==> images/final_placement.png <==
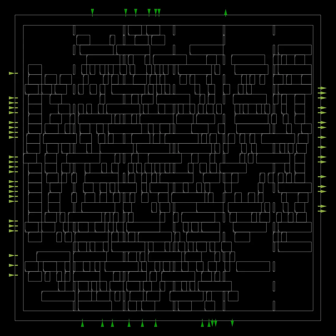
==> images/metal_stack.png <==
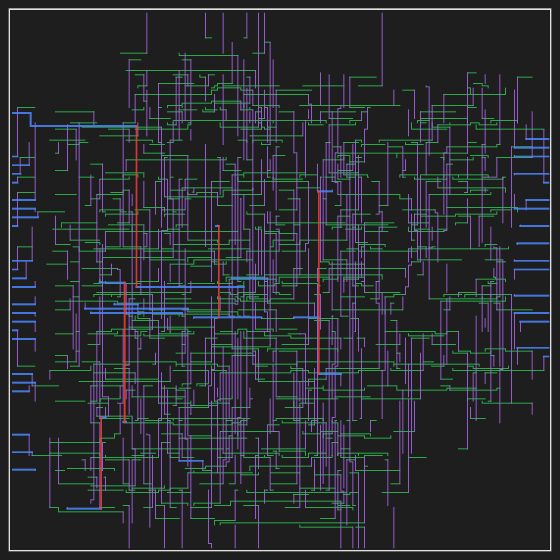
==> images/met1.png <==
Supply wires on this layer in grey.
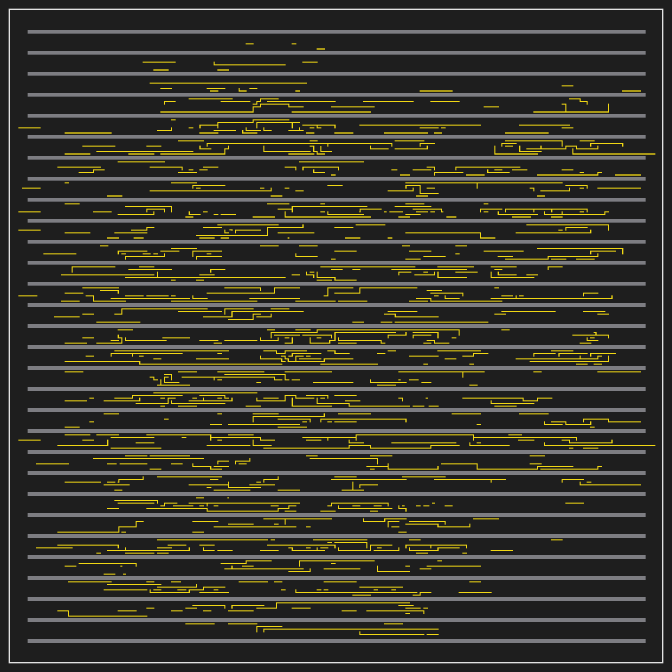
==> images/cell_classes.png <==
Bar = 20 um. Fill, decap, tap and diode cells in grey.
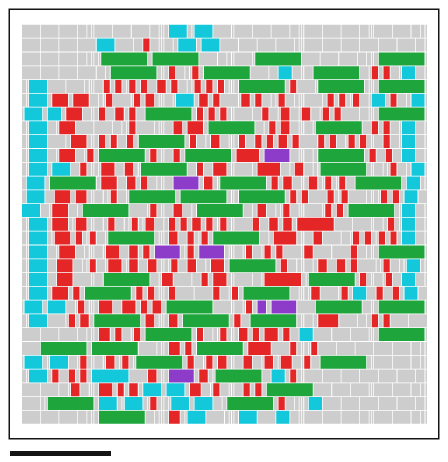
<file path="src/rtl/chunked_seq_adder.sv">
// Multi-cycle ripple-carry adder/subtractor: adds CHUNK bits per clock with the carry
// held in a register, operands and result exchanged over valid/ready handshakes.
module chunked_seq_adder #(
    parameter int unsigned WIDTH = 16,
    parameter int unsigned CHUNK = 4
) (
    input  logic             clk,
    input  logic             rst,
    input  logic             in_valid,
    output logic             in_ready,
    input  logic [WIDTH-1:0] a,
    input  logic [WIDTH-1:0] b,
    input  logic             cin,
    input  logic             sub,
    output logic             out_valid,
    input  logic             out_ready,
    output logic [WIDTH-1:0] sum,
    output logic             cout,
    output logic             overflow
);

    localparam int unsigned N  = WIDTH / CHUNK;
    localparam int unsigned IW = (N > 1) ? $clog2(N) : 1;
    localparam logic [IW-1:0] LastIdx = IW'(N - 1);

    typedef enum logic [1:0] {StIdle, StBusy, StDone} state_e;

    state_e           r_state;
    state_e           w_state_d;
    logic [WIDTH-1:0] r_a;
    logic [WIDTH-1:0] r_b;
    logic [WIDTH-1:0] r_sum;
    logic             r_carry;
    logic             r_cout;
    logic             r_ovf;
    logic [IW-1:0]    r_idx;

    logic [CHUNK-1:0] w_a_chunk;
    logic [CHUNK-1:0] w_b_chunk;
    logic [CHUNK-1:0] w_s;
    logic             w_c;
    logic             w_last;
    logic [WIDTH-1:0] w_sum_next;

    // Operands shift right each BUSY cycle, so the active chunk is always the low bits.
    assign w_a_chunk = r_a[CHUNK-1:0];
    assign w_b_chunk = r_b[CHUNK-1:0];
    assign {w_c, w_s} = {1'b0, w_a_chunk} + {1'b0, w_b_chunk} + {{CHUNK{1'b0}}, r_carry};
    assign w_last    = (r_idx == LastIdx);

    // Result chunks enter from the top; after N shifts chunk 0 sits at the bottom.
    if (CHUNK == WIDTH) begin : g_single
        assign w_sum_next = w_s;
    end else begin : g_multi
        assign w_sum_next = {w_s, r_sum[WIDTH-1:CHUNK]};
    end

    always_comb begin
        w_state_d = r_state;
        unique case (r_state)
            StIdle:  if (in_valid)  w_state_d = StBusy;
            StBusy:  if (w_last)    w_state_d = StDone;
            StDone:  if (out_ready) w_state_d = StIdle;
            default:                w_state_d = StIdle;
        endcase
    end

    always_ff @(posedge clk or posedge rst) begin
        if (rst) begin
            r_state <= StIdle;
        end else begin
            r_state <= w_state_d;
        end
    end

    always_ff @(posedge clk or posedge rst) begin
        if (rst) begin
            r_a     <= '0;
            r_b     <= '0;
            r_sum   <= '0;
            r_carry <= 1'b0;
            r_cout  <= 1'b0;
            r_ovf   <= 1'b0;
            r_idx   <= '0;
        end else begin
            unique case (r_state)
                StIdle: begin
                    if (in_valid) begin
                        r_a     <= a;
                        r_b     <= sub ? ~b : b;
                        r_carry <= sub ? 1'b1 : cin;
                        r_idx   <= '0;
                    end
                end
                StBusy: begin
                    r_a     <= r_a >> CHUNK;
                    r_b     <= r_b >> CHUNK;
                    r_sum   <= w_sum_next;
                    r_carry <= w_c;
                    r_idx   <= r_idx + 1'b1;
                    if (w_last) begin
                        r_cout <= w_c;
                        r_ovf  <= (w_a_chunk[CHUNK-1] == w_b_chunk[CHUNK-1]) &&
                                  (w_s[CHUNK-1] != w_a_chunk[CHUNK-1]);
                    end
                end
                default: ;
            endcase
        end
    end

    assign in_ready  = (r_state == StIdle);
    assign out_valid = (r_state == StDone);
    assign sum       = r_sum;
    assign cout      = r_cout;
    assign overflow  = r_ovf;

endmodule

</file>
<file path="config.mk">
export PLATFORM = sky130hd
export DESIGN_NAME = chunked_seq_adder
export DESIGN_NICKNAME = d
export VERILOG_FILES = /design/src/rtl/chunked_seq_adder.sv
export SDC_FILE = /design/constraint.sdc
export NUM_CORES = 1
export LEC_CHECK = 0
export ABC_AREA = 1
export CAP_MARGIN = 20
export CELL_PAD_IN_SITES_DETAIL_PLACEMENT = 1
export CELL_PAD_IN_SITES_GLOBAL_PLACEMENT = 1
export CORE_MARGIN = 2
export CORE_UTILIZATION = 40
export DETAILED_ROUTE_END_ITERATION = 10
export GPL_ROUTABILITY_DRIVEN = 0
export HOLD_SLACK_MARGIN = 0.1
export PLACE_DENSITY = 0.87
export SLEW_MARGIN = 20
export SYNTH_ARGS = -nofsm -noshare
export SYNTH_HDL_FRONTEND = slang
export SYNTH_SLANG_ARGS = --single-unit
</file>
<file path="constraint.sdc">
create_clock -name clk -period 2.9 [get_ports clk]
set_input_delay 0.725 -clock clk [delete_from_list [all_inputs] [get_ports clk]]
set_output_delay 0.725 -clock clk [all_outputs]
set_load 0.1 [all_outputs]
</file>
==> ci_impl_report.md <==
## Synthesis and layout report

| Metric | Value |
|---|---|
| Status | finished clean |
| F_max | 508 MHz |
| Synth cell types | 23 |
| Area grow syn2layout | 25.2% |
| Post-Place Cell Area | 0.00315 mm2 |
| Initial antenna violation count | 0 |
| Layout cells sized above 1 | 11.4% |
| Crit path DAT | 1240 ps |
| Iter 0 DRT Violations | 46 |
| Fin area | 0.00324 mm2 |
| Vias in the first global route | 2323 |
| Hold buffers post-CTS | 0 |
| Flops after synth | between 50 and 60 |
| Port Buffers | 57 |
| Fin crit period | 1970 ps |
| Setup bufs post-CTS | 0 |
| Synthesized area per cell | between 8 and 9 um2 |
| CTS Sinks | 55 |
| Final setup viols | 0 |
| Max_slew headroom | 46.7% |
| Bufs and invs on worst path | 1 |
| Total gr overflow | 0 |
| Stages on the worst setup path | 2 |
| Clock buffer depth | 2 |
| Final Power | approximately 4.0 mW |
| Top Layout Cells | 118 x nand2_1, 55 x dfrtp_1, 37 x clkdlybuf4s50_1 |
| Post-DP HPWL | a little under 5000 um |
| Req. time, crit path | 2170 ps |
| Total track usage | 18.5% |
| Root Driver | clkbuf_8 |
| Initial Utilization | 41.0% |
| Non-Filler Instances | around 430 |
| TritonCTS Buffers | 5 |
| Leakage power total | 1.59 nW |
| Net count after synthesis | 340 |
| DRC viols | 0 |
| Reg clk slew, reported paths | 100 ps |
| H-tree depth | 2 |
| Die height | 84.4 um |
| Hold Vio Cnt, Final | 0 |
| Crit-path slowest cell | dfrtp_1 |
| DRT Pass-1 Iters | 5 |
| Number of max-capacitance violations reported | 0 |
| CP max FO | 6 |
| # Cells Yosys | 296 |
| Hold WC Path Type | reg2reg |
| Nets | 394 |
| Mapped Area | 0.00259 mm2 |
| Crit path kind | reg2out |
| Clock Skew | 8.13 ps |
| Crit start category | flip-flop |
| Synth warn | 0 |
| CP Cell Sequence | nor2_2, buf_4 |
| Clk latency late pin | roughly 300 ps |
| Slew @ Worst Pin | 797 ps |
| ANT nets after route | 0 |
| First-pass GRT wire length | 10600 um |
| RSZ-0062 raised after global routing | no |
| Delay-heaviest family, CP | flip-flops |
| Synth Instances | 296 |
| Largest net degree at the start of global routing | 37 |
| VDD IR max | approximately 0.00078 V |
| Worst path max stage delay | 460 ps |
Back to the opening pictures, final_placement.png:
number of tap instances: 77
sequential share of cell area: 42.5%
Core Area: 0.00631 mm2
FILL cells: 766
Rows: 29

Back to the opening pictures, metal_stack.png:
| colour | layer | wire length |
|---|---|---|
| red | met4 | 104 um |
| blue | met3 | 239 um |
| purple | met2 | 3280 um |
| green | met1 | 2660 um |

Back to the opening pictures, met1.png:
nets with wire on the layer: 336
wire length on this layer: 2660 um
GRT met1 Usage: 22.9%
vias post-DR: 2188
Routed WL: 6280 um

Back to the opening pictures, cell_classes.png:
| colour | class | cells |
|---|---|---|
| red | all other logic | 228 |
| green | flip-flops | 55 |
| cyan | other buffers and delay cells | 60 |
| purple | clock drivers and dummy loads | 7 |

-- flip-flops by register name, indices dropped and copies added, names as in the netlist --
| signal | flops |
|---|---|
| cout | 1 |
| overflow | 1 |
| r_a | 16 |
| r_b | 16 |
| r_carry | 1 |
| r_idx | 2 |
| r_state | 2 |
| sum | 16 |
-- through the flow --
step	worst slack, ps	hold WS, ps	util (%)
finish	932	491	51.3
global route	856	526	51.3
CTS	901	495	51.3
detailed placement	750	475	50.0
global placement	837	459	50.0
floorplan	431	442	-
-- metal layers --
metal / wire [um] / vias up / share of wire, % / track usage, %
met4: 104 / 0 / 1.7 / 6.06
met5: 0 / - / 0 / 0
met1: 2660 / 1077 / 42 / 22.9
met2: 3280 / 60 / 52 / 33.5
met3: 238 / 11 / 3.8 / 2.46
li1: - / 1040 / - / -
-- worst reg2reg max path: cells and delay by family, from the launching register on --
kind	cells	cell delay (ps)
buffers and inverters	3	650
flip-flops	1	450
AND/OR/NAND/NOR	4	530
-- report_power, final --
| part | total, mW | leakage [nW] | internal (mW) | switching, mW |
|---|---|---|---|---|
| clock | 0.430 | 0.0470 | 0.188 | 0.242 |
| sequential | 1.30 | 0.708 | 1.08 | 0.214 |
| combinational | 2.25 | 0.831 | 0.556 | 1.69 |
| total | 3.98 | 1.59 | 1.83 | 2.15 |
-- area by class of cell --
| type | instances | area, um2 | share of cell area [%] |
|---|---|---|---|
| Sequential cell | 55 | 1380 | 42.5 |
| Multi-Input combinational cell | 208 | 1050 | 32.3 |
| Timing Repair Buffer | 60 | 556 | 17.1 |
| Tap cell | 77 | 96.3 | 2.97 |
| Clock buffer | 6 | 82.6 | 2.55 |
| Inverter | 20 | 77.6 | 2.39 |
| Clock inverter | 1 | 5.00 | 0.154 |
-- Yosys cell counts --
library cell    n  area share (%)
a21oi_1         4            0.77
buf_2           9             1.7
buf_4           1            0.29
buf_6           3             1.3
dfrtp_1        55              53
fa_1            2             1.5
ha_1            4             1.9
inv_1          16             2.3
inv_2           3            0.43
inv_4           1            0.24
nand2_1       118              17
nand2_2         3            0.73
nand3_1        32             6.2
nor2_1          4            0.58
nor2_2          1            0.24
nor2_4          1            0.43
o211ai_1        9             2.6
o21ai_0         7             1.4
o21ai_1         3            0.58
o22ai_1         3            0.73
o31ai_1         1            0.29
xnor2_1         4             1.4
xor2_1         12             4.1
-- cells by family (layout without fill, tap and decap cells) --
group                      after synthesis  after routing  share of synthesized area (%)
AOI/OAI and AO/OA                       27             27                           6.33
xor gates and xnor gates                16             16                           5.41
adders and majority gates                6              6                           3.48
buffers and inverters                   33             87                           6.33
DFF                                     55             55                           53.2
and+or+nand+nor                        159            159                           25.3
-- path summary, 6_finish.rpt --
path	start	to	slack, ps
worst max-delay path	r_state[0]$_DFFE_PP0P_	in_ready	930
worst min register to register	sum[2]$_DFFE_PP0N_	sum[2]$_DFFE_PP0N_	490
worst max register to register	r_state[1]$_DFFE_PP0P_	r_idx[1]$_DFFE_PP0P_	1220
max in group asynchronous	rst	sum[5]$_DFFE_PP0N_	1580
worst min-delay path	sum[2]$_DFFE_PP0N_	sum[2]$_DFFE_PP0N_	490
min in group asynchronous	rst	r_a[14]$_DFFE_PP0P_	760
No activity file was given, so power comes from the tool's default toggle rates.
